Figure 1. Routing congestion (run 1).
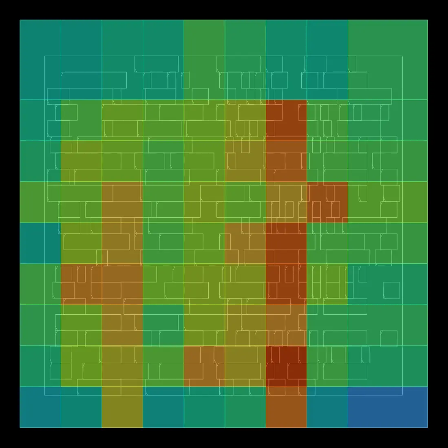
Figure 2. Sizing map (run 1).
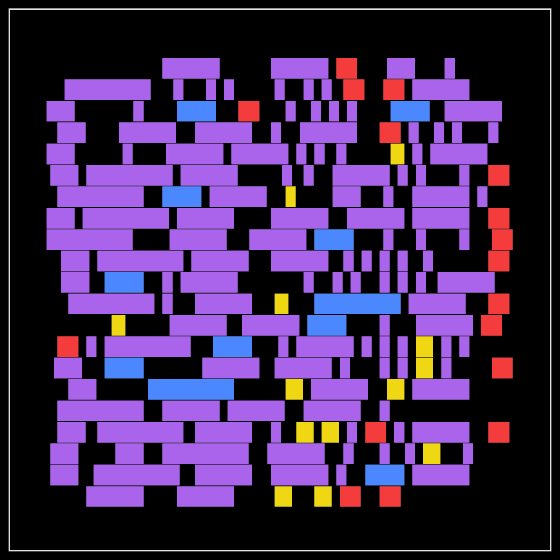
Figure 3. Signal wires on met2 (run 1).
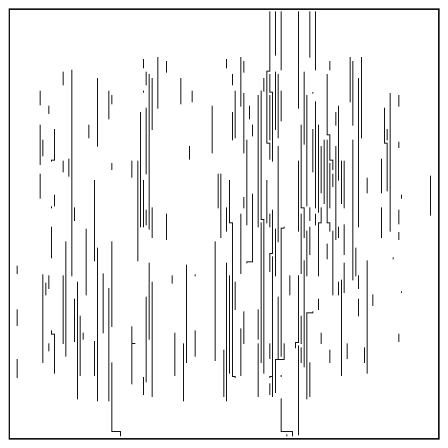
File: config.mk
export PLATFORM = sky130hd
export DESIGN_NAME = fir_tdm
export DESIGN_NICKNAME = d
export VERILOG_FILES = /design/src/rtl/fir_tdm.sv
export SDC_FILE = /design/constraint.sdc
export NUM_CORES = 1
export LEC_CHECK = 0
export ABC_AREA = 1
export CELL_PAD_IN_SITES_DETAIL_PLACEMENT = 1
export CELL_PAD_IN_SITES_GLOBAL_PLACEMENT = 1
export CORE_MARGIN = 4
export CORE_UTILIZATION = 44
export CTS_BUF_LIST = sky130_fd_sc_hd__clkbuf_8
export DETAILED_ROUTE_END_ITERATION = 8
export GPL_ROUTABILITY_DRIVEN = 0
export PLACE_DENSITY_LB_ADDON = 0.25
export SLEW_MARGIN = 0
export SYNTH_ARGS = -nofsm -noshare
export SYNTH_HDL_FRONTEND = slang
export SYNTH_SLANG_ARGS = --single-unit
File: constraint.sdc
create_clock -name clk -period 1.9 [get_ports clk]
set_input_delay 0.285 -clock clk [delete_from_list [all_inputs] [get_ports clk]]
set_output_delay 0.285 -clock clk [all_outputs]
set_load 0.1 [all_outputs]
File: src/rtl/fir_tdm.sv
// Time-multiplexed multi-channel fixed-point FIR, 3-cycle latency, per-tap product wordlengths.
// Define FIR_TDM_SAT_EN to clamp out-of-range results; otherwise they wrap.
module fir_tdm #(
  parameter int N_TAPS      = 15,
  parameter int N_CH        = 2,
  parameter int COE_INTE_WL = 4,
  parameter int COE_FRAC_WL = 8,
  parameter int IN_INTE_WL  = 4,
  parameter int IN_FRAC_WL  = 8,
  parameter int OUT_INTE_WL = 4,
  parameter int OUT_FRAC_WL = 8,
  parameter int PRODUCT_FRAC_WL_ARRAY [0:N_TAPS-1] = '{default: 16},
  parameter int COE_ARRAY [0:N_TAPS-1] = '{0: 256, default: 0},
  parameter int ROUND_MODE  = 0,
  localparam int CW = (N_CH > 1) ? $clog2(N_CH) : 1
) (
  input  logic                                clk,
  input  logic                                rst,
  input  logic [IN_INTE_WL+IN_FRAC_WL-1:0]    data_in,
  input  logic [CW-1:0]                       in_ch,
  input  logic                                in_valid,
  output logic [OUT_INTE_WL+OUT_FRAC_WL-1:0]  data_out,
  output logic [CW-1:0]                       out_ch,
  output logic                                out_valid,
  output logic                                ovf
);

  localparam int IN_W      = IN_INTE_WL + IN_FRAC_WL;
  localparam int COE_W     = COE_INTE_WL + COE_FRAC_WL;
  localparam int OUT_W     = OUT_INTE_WL + OUT_FRAC_WL;
  localparam int FULL_FRAC = IN_FRAC_WL + COE_FRAC_WL;

  function automatic int max_pf();
    int m = 0;
    for (int k = 0; k < N_TAPS; k++) begin
      if (PRODUCT_FRAC_WL_ARRAY[k] > m) m = PRODUCT_FRAC_WL_ARRAY[k];
    end
    return m;
  endfunction

  localparam int ACC_FRAC = max_pf();
  localparam int ACC_W    = IN_INTE_WL + COE_INTE_WL + $clog2(N_TAPS) + ACC_FRAC;
  localparam int WW       = ACC_W + FULL_FRAC + 2;
  localparam int QW       = ACC_W + OUT_FRAC_WL + 2;

  localparam logic signed [QW-1:0] OMAX = QW'((64'sd1 <<< (OUT_W - 1)) - 64'sd1);
  localparam logic signed [QW-1:0] OMIN = ~OMAX;

  logic signed [IN_W-1:0]  line_q [N_CH][N_TAPS];
  logic signed [IN_W-1:0]  tap_d  [N_TAPS];
  logic signed [IN_W-1:0]  tap_q  [N_TAPS];
  logic signed [ACC_W-1:0] prod_d [N_TAPS];
  logic signed [ACC_W-1:0] prod_q [N_TAPS];
  logic signed [ACC_W-1:0] sum_d, sum_q;
  logic [CW-1:0]           ch0_q, ch1_q, ch2_q;
  logic                    v0_q, v1_q, v2_q;
  logic                    accept;
  logic signed [QW-1:0]    wide, q;
  logic                    ovf_d;
  logic [OUT_W-1:0]        dout_d;

  assign accept = in_valid && (int'(in_ch) < N_CH);

  // New contents of the addressed channel's line; doubles as the tap snapshot.
  always_comb begin
    for (int k = 0; k < N_TAPS; k++) tap_d[k] = '0;
    tap_d[0] = data_in;
    for (int c = 0; c < N_CH; c++) begin
      if (int'(in_ch) == c) begin
        for (int k = 1; k < N_TAPS; k++) tap_d[k] = line_q[c][k-1];
      end
    end
  end

  for (genvar k = 0; k < N_TAPS; k++) begin : g_prod
    localparam int PF = PRODUCT_FRAC_WL_ARRAY[k];
    localparam logic signed [COE_W-1:0] C = COE_W'(COE_ARRAY[k]);
    logic signed [WW-1:0] full, aligned;
    assign full = WW'(tap_q[k]) * WW'(C);
    if (PF < FULL_FRAC) begin : g_floor
      assign aligned = (full >>> (FULL_FRAC - PF)) <<< (ACC_FRAC - PF);
    end else begin : g_ext
      assign aligned = full <<< (ACC_FRAC - FULL_FRAC);
    end
    assign prod_d[k] = aligned[ACC_W-1:0];
  end

  always_comb begin
    sum_d = '0;
    for (int k = 0; k < N_TAPS; k++) sum_d = sum_d + prod_q[k];
  end

  assign wide = QW'(sum_q);
  if (OUT_FRAC_WL < ACC_FRAC) begin : g_quant
    localparam int SH = ACC_FRAC - OUT_FRAC_WL;
    localparam logic signed [QW-1:0] HALF = QW'(64'sd1 <<< (SH - 1));
    if (ROUND_MODE == 1) begin : g_round
      assign q = (wide + HALF) >>> SH;
    end else begin : g_trunc
      assign q = wide >>> SH;
    end
  end else begin : g_widen
    assign q = wide <<< (OUT_FRAC_WL - ACC_FRAC);
  end

  always_comb begin
    ovf_d  = (q > OMAX) || (q < OMIN);
    dout_d = q[OUT_W-1:0];
`ifdef FIR_TDM_SAT_EN
    if (ovf_d) dout_d = q[QW-1] ? OMIN[OUT_W-1:0] : OMAX[OUT_W-1:0];
`endif
  end

  always_ff @(posedge clk) begin
    if (rst) begin
      for (int c = 0; c < N_CH; c++) begin
        for (int k = 0; k < N_TAPS; k++) line_q[c][k] <= '0;
      end
      v0_q      <= 1'b0;
      v1_q      <= 1'b0;
      v2_q      <= 1'b0;
      out_valid <= 1'b0;
      data_out  <= '0;
      out_ch    <= '0;
      ovf       <= 1'b0;
    end else begin
      for (int c = 0; c < N_CH; c++) begin
        if (accept && int'(in_ch) == c) begin
          for (int k = 0; k < N_TAPS; k++) line_q[c][k] <= tap_d[k];
        end
      end
      v0_q      <= accept;
      v1_q      <= v0_q;
      v2_q      <= v1_q;
      out_valid <= v2_q;
      ovf       <= v2_q & ovf_d;
      if (v2_q) begin
        data_out <= dout_d;
        out_ch   <= ch2_q;
      end
    end
  end

  // Datapath registers need no reset; the valid bits qualify them.
  always_ff @(posedge clk) begin
    if (accept) begin
      for (int k = 0; k < N_TAPS; k++) tap_q[k] <= tap_d[k];
    end
    ch0_q <= in_ch;
    ch1_q <= ch0_q;
    ch2_q <= ch1_q;
    for (int k = 0; k < N_TAPS; k++) prod_q[k] <= prod_d[k];
    sum_q <= sum_d;
  end

endmodule

==> results.json, run 1 <==
{
  "grt_pass1_wl_um": 4890,
  "antenna_left": 0,
  "vdd_ir_drop_max_mv": 0.756,
  "dr.pass1.iters": 4,
  "ys_top_cells_by_area": "dfxtp_1, edfxtp_1, nor2_1, nand2_1, inv_1",
  "status": "finished, final reports clean",
  "core-area_mm2": 0.00344,
  "max_stage_delay_ns": 0.35,
  "hold_start": "prod_q[0][9]$_DFF_P_",
  "cts_hold_buf": 0,
  "ys_ff": 57,
  "ctsResizeCount": 0,
  "grt_pass1_vias": 1018,
  "worstPathRequired_ns": 1.62,
  "syn_area_mm2": 0.00162,
  "worstMarginPinSlew_ns": 0.535,
  "fmax_ghz": 0.798,
  "dpl_cell_area_mm2": 0.00189,
  "dpl.hpwl_um": 1830,
  "critPathKind": "flop to primary output",
  "die_x_um": 68.6,
  "largest_area_cell": "dfxtp_1",
  "rsz0062_at_grt": "false",
  "grt_max_degree": 28,
  "io_buffers": 30,
  "lay_top_cells": "dfxtp_1, nor2_1, nand2_1",
  "powerDensity_mw_per_mm2": 1290,
  "lay_top_count": "dfxtp_1",
  "yosys_warnings": 0,
  "dr_wl_met2_um": 1600,
  "hp-class": "flop to flop",
  "slew_headroom_pct": 64.2,
  "crit_slowest_cell": "dfxtp_1",
  "busiest_layer": "met2",
  "rrSetupSlack_ns": 0.95,
  "r2r-end": "data_out[2]$_SDFFE_PP0P_",
  "startpoint": "data_out[11]$_SDFFE_PP0P_",
  "r2r_cells": 4,
  "arrival_ns": 0.97,
  "maxCapViolCount": 0,
  "routed.top_layer": "met4",
  "antenna_found_initial": 0,
  "vias_per_cell": 4.16,
  "met1_length_um": 1080,
  "die-height_um": 68.6,
  "cts-root-buf": "clkbuf_8",
  "crit_buf_inv": 1,
  "clock_skew_ns": 0.00495,
  "path_clk_slew_ns": 0.06,
  "fin_setup_tns_ns": 0,
  "path_cells": "buf_4",
  "ys_seq_share_pct": 78.0,
  "drive_gt1_share_pct": 22.9,
  "postCtsSetupBuffers": 0,
  "critPathMaxFanout": 2,
  "min_to": "sum_q[17]$_DFF_P_",
  "wire_per_inst_um": 13.1,
  "initCoreUtil_pct": 47.0,
  "cts_buffer_depth": 2,
  "drc": 0,
  "numCtsBuffers": 9,
  "pre_cts_slack_ns": 0.415,
  "chipArea_mm2": 0.00471,
  "antennaDiodeCount": 0,
  "netlist_instances": 136,
  "cp-start-kind": "flop",
  "ios": 31,
  "warnings": 26,
  "synth_area_per_cell_um2": 11.9,
  "cts_tree": "done",
  "rr_startpoint": "v2_q$_SDFF_PP0_",
  "h-tree-depth": 3,
  "synth.distinct_cells": 12,
  "grt_usage_pct": 15.8,
  "yosysTopAreaCellShare_pct": 55.7,
  "cp-end-kind": "primary output",
  "gr-usage-met1_pct": 15.2,
  "drt_iter0_drc": 49,
  "layout_min_cycle_time_ns": 1.25,
  "grt.overflow.total": 0,
  "met3_length_um": 182,
  "power.leakage_nw": 0.931,
  "ys_area_mm2": 0.00162,
  "clkLatencyLatePin_ns": 0.32,
  "fp_nets": 152,
  "slew_violations": 0,
  "crit_family": "flip-flops",
  "nets": 190,
  "fp-row-count": 21,
  "ys_cells": 136,
  "setup_viol": 0,
  "hold_viol_final": 0,
  "min_period_over_period_pct": 66.0,
  "holdPathStages": 0,
  "cts_sinks": 57
}
## Picture notes: Figure 1
met3 global-route usage: 6.32%
met2 usage: 27.3%

## Picture notes: Figure 2
[red] drive 3 to 4 | cells: 17
[yellow] drive 2 | cells: 13
[blue] drive 6 and up | cells: 11
[purple] drive 1 or less | cells: 138
Design Area, Final: 0.00210 mm^2
Area growth syn-to-layout: 30.1%
worst setup margin: 0.646 ns
Non-CTS buffers: 31

## Picture notes: Figure 3
wire length on this layer: 1600 um
main direction: vertical
nets with wire on the layer: 157
routed wire length: 2940 um
Via Count: 937

run 1: logic make-up after synthesis:
group | synth area share [%]
buffers and inverters | 7.35
other | 0.232
flip-flops | 78.0
AND/OR/NAND/NOR | 14.4
run 1: cell usage after synthesis:
library cell and count:
edfxtp_1 12, buf_8 1, buf_6 2, dfxtp_1 45, nor2_1 24, inv_2 1
inv_1 17, nand2_1 23, nor2_2 6, conb_1 1, clkbuf_8 1, nand2_2 3
run 1: how the worst max path moves through the flow:
stage	endpoint	slack, ns	cells after the start
6_report	data_out[11]	0.65	1
5_1_grt	data_out[11]	0.58	1
4_1_cts	data_out[11]	0.62	1
3_5_place_dp	tap_q[0][1]$_DFFE_PP_	0.42	1
3_3_place_gp	tap_q[0][1]$_DFFE_PP_	0.47	1
2_1_floorplan	data_out[0]$_SDFFE_PP0P_	0.69	2
run 1: final cells by class:
| class | instances | area [um^2] |
|---|---|---|
| Tap cell | 46 | 57.6 |
| Fill cell | 369 | 1340 |
| Multi-Input combinational cell | 57 | 236 |
| Sequential cell | 57 | 1260 |
| Inverter | 18 | 67.6 |
| Clock buffer | 9 | 124 |
| Clock inverter | 7 | 86.3 |
| Timing Repair Buffer | 31 | 270 |
run 1: power breakdown:
group,leakage (nW),internal [W],switching (W)
sequential,0.492,0.00132,0.0000250
clock,0.110,0.000726,0.000460
combinational,0.328,0.0000570,0.000129
total,0.931,0.00210,0.000614
run 1: metrics by stage:
step | util [%] | hold WS, ns | std cells | total power [W]
finish | 61.1 | 0.328 | 225 | 0.00271
global route | 61.1 | 0.341 | 225 | 0.00284
CTS | 61.1 | 0.329 | 225 | 0.00275
detailed placement | 55.0 | 0.313 | 209 | 0.00155
global placement | 55.0 | 0.312 | 209 | 0.00154
floorplan | - | 0.310 | 136 | 0.00148
Figure 4. Signal wires on met1 (run 1).
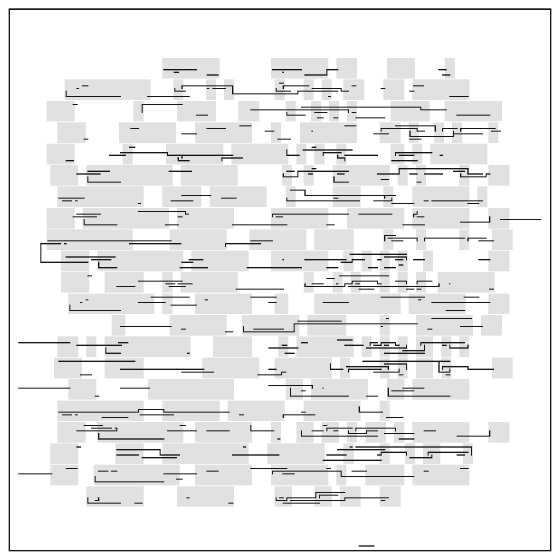

--- run 2 (diff from run 1) ---
CORE_UTILIZATION = 37   (was 44)
clock period = 1.05 ns   (was 1.9 ns; I/O delays follow)
Figure 5. Signal wires on met1 (run 2).
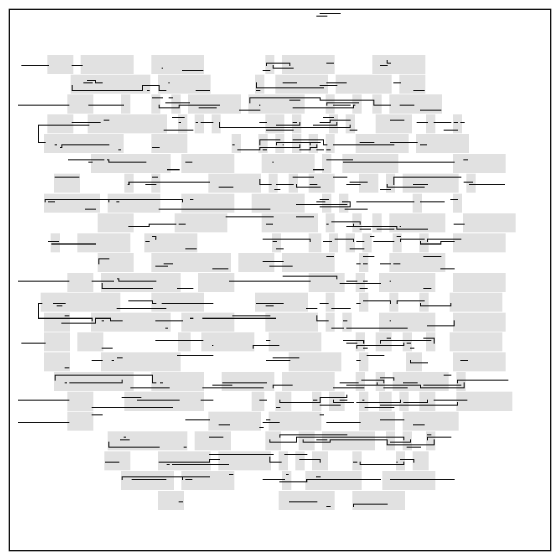
main direction: horizontal
longest straight run: 18.9 um
share of all routed wire: 42%
Via Count: 950
routed wire length: 2650 um
met1 Usage GRT: 12.6%

==> results.json, run 2 <==
{
  "path_clk_slew_ns": 0.06,
  "clkLatencyLatePin_ns": 0.32,
  "ys_top_logic_family": "simple AND/OR/NAND/NOR gates",
  "cts_hold_buf": 0,
  "holdWs_ns": 0.284,
  "antennaDiodeCount": 0,
  "synth_adder_area_share_pct": 0,
  "power_frac_seq_pct": 55.3,
  "numCtsBuffers": 9,
  "drc": 0,
  "p_switching_w": 0.00105,
  "min_period_over_period_pct": 95.8,
  "status": "finished, final reports clean",
  "crit_family": "flip-flops",
  "rsz0062_at_grt": "false",
  "synth.distinct_cells": 12,
  "swShare_pct": 23.7,
  "cts_sinks": 57,
  "chipArea_mm2": 0.00549,
  "lay_top_cells": "dfxtp_1, nor2_1, nand2_1",
  "antenna_found_initial": 0,
  "warnings": 26,
  "ys_sh_aoi_pct": 0,
  "edf_count": 12,
  "finalNonFillerCells": 232,
  "cts-root-buf": "clkbuf_8",
  "yosysTopAreaCellShare_pct": 55.7,
  "postCtsSetupBuffers": 0,
  "grt_pass1_vias": 1036,
  "ios": 31,
  "power.leakage_nw": 0.991,
  "grt_pass1_wl_um": 4600,
  "die-height_um": 74.1,
  "comb_power_share_pct": 9.1,
  "fmax_ghz": 0.994,
  "ys_area_mm2": 0.00162,
  "layout_min_cycle_time_ns": 1.01,
  "grt_usage_pct": 11.8,
  "nets": 193,
  "synthArstFlopShare_pct": 0,
  "area_growth_pct": 42.7,
  "clockPowerShare_pct": 35.6,
  "crit_buf_inv": 1,
  "fillers": 426,
  "grt.overflow.total": 0,
  "synth-main-ff-cell": "dfxtp_1",
  "vias_per_cell": 4.09,
  "initCoreUtil_pct": 39.3,
  "cts_tree": "done",
  "critPathMaxFanout": 2,
  "cp-end-kind": "primary output",
  "dp.cells": 216,
  "vdd_ir_drop_max_mv": 1.09,
  "arrival_ns": 0.85,
  "max_stage_delay_ns": 0.36,
  "netlist_instances": 136,
  "fp-row-count": 23,
  "internal-power_w": 0.00337,
  "slew_violations": 0,
  "final_util_pct": 56.1,
  "hp-class": "input port to flop",
  "ys_cells": 136,
  "logic_area_um2": 236,
  "h-tree-depth": 3,
  "pre_cts_slack_ns": -0.0604
}
-- run 2: layer usage --
metal | vias up | wire, um
met5 | - | 0
met4 | 0 | 58
met3 | 5 | 179
met2 | 27 | 1310
met1 | 434 | 1100
li1 | 484 | -
-- run 2: final timing paths --
check,cells past startpoint,slack [ns],to,from
setup reg to reg,4,0.22,data_out[7]$_SDFFE_PP0P_,v2_q$_SDFF_PP0_
hold / removal,1,0.28,ch0_q$_DFF_P_,in_ch
setup / recovery,1,0.04,data_out[3],data_out[3]$_SDFFE_PP0P_
hold reg to reg,0,0.32,sum_q[16]$_DFF_P_,prod_q[0][8]$_DFF_P_
-- run 2: cells by family after synthesis --
| kind of cell | Yosys count |
|---|---|
| buffers and inverters | 22 |
| DFF | 57 |
| other | 1 |
| and+or+nand+nor | 56 |
-- run 2: power groups by stage --
| stage | Sequential, W | Combinational, W | Clock [W] |
|---|---|---|---|
| 3_3_place_gp | 0.00248 | 0.000393 | 0 |
| 2_1_floorplan | 0.00261 | 0.0000820 | 0 |
| 4_1_cts | 0.00245 | 0.000406 | 0.00163 |
| 5_1_grt | 0.00245 | 0.000427 | 0.00175 |
| 6_report | 0.00244 | 0.000400 | 0.00157 |
| 3_5_place_dp | 0.00249 | 0.000403 | 0 |
-- run 2: area by class of cell --
class	count	area share, %
sequential	57	55.5
timing repair buffer	34	21.9
multi-input combinational	57	10.2
tap	50	2.71
inverter	18	2.93
clock buffer	9	5.37
clock inverter	7	1.36
-- run 2: metrics by stage --
step | instance area [um^2] | TNS [ns] | power, W
after floorplan | 1640 | 0 | 0.00269
after global placement | 2150 | -0.618 | 0.00287
after detailed placement | 2150 | -0.793 | 0.00289
after CTS | 2310 | 0 | 0.00449
after global routing | 2310 | 0 | 0.00463
final | 2310 | 0 | 0.00441
Power figures rest on the tool's default switching activity, not on a simulated workload.
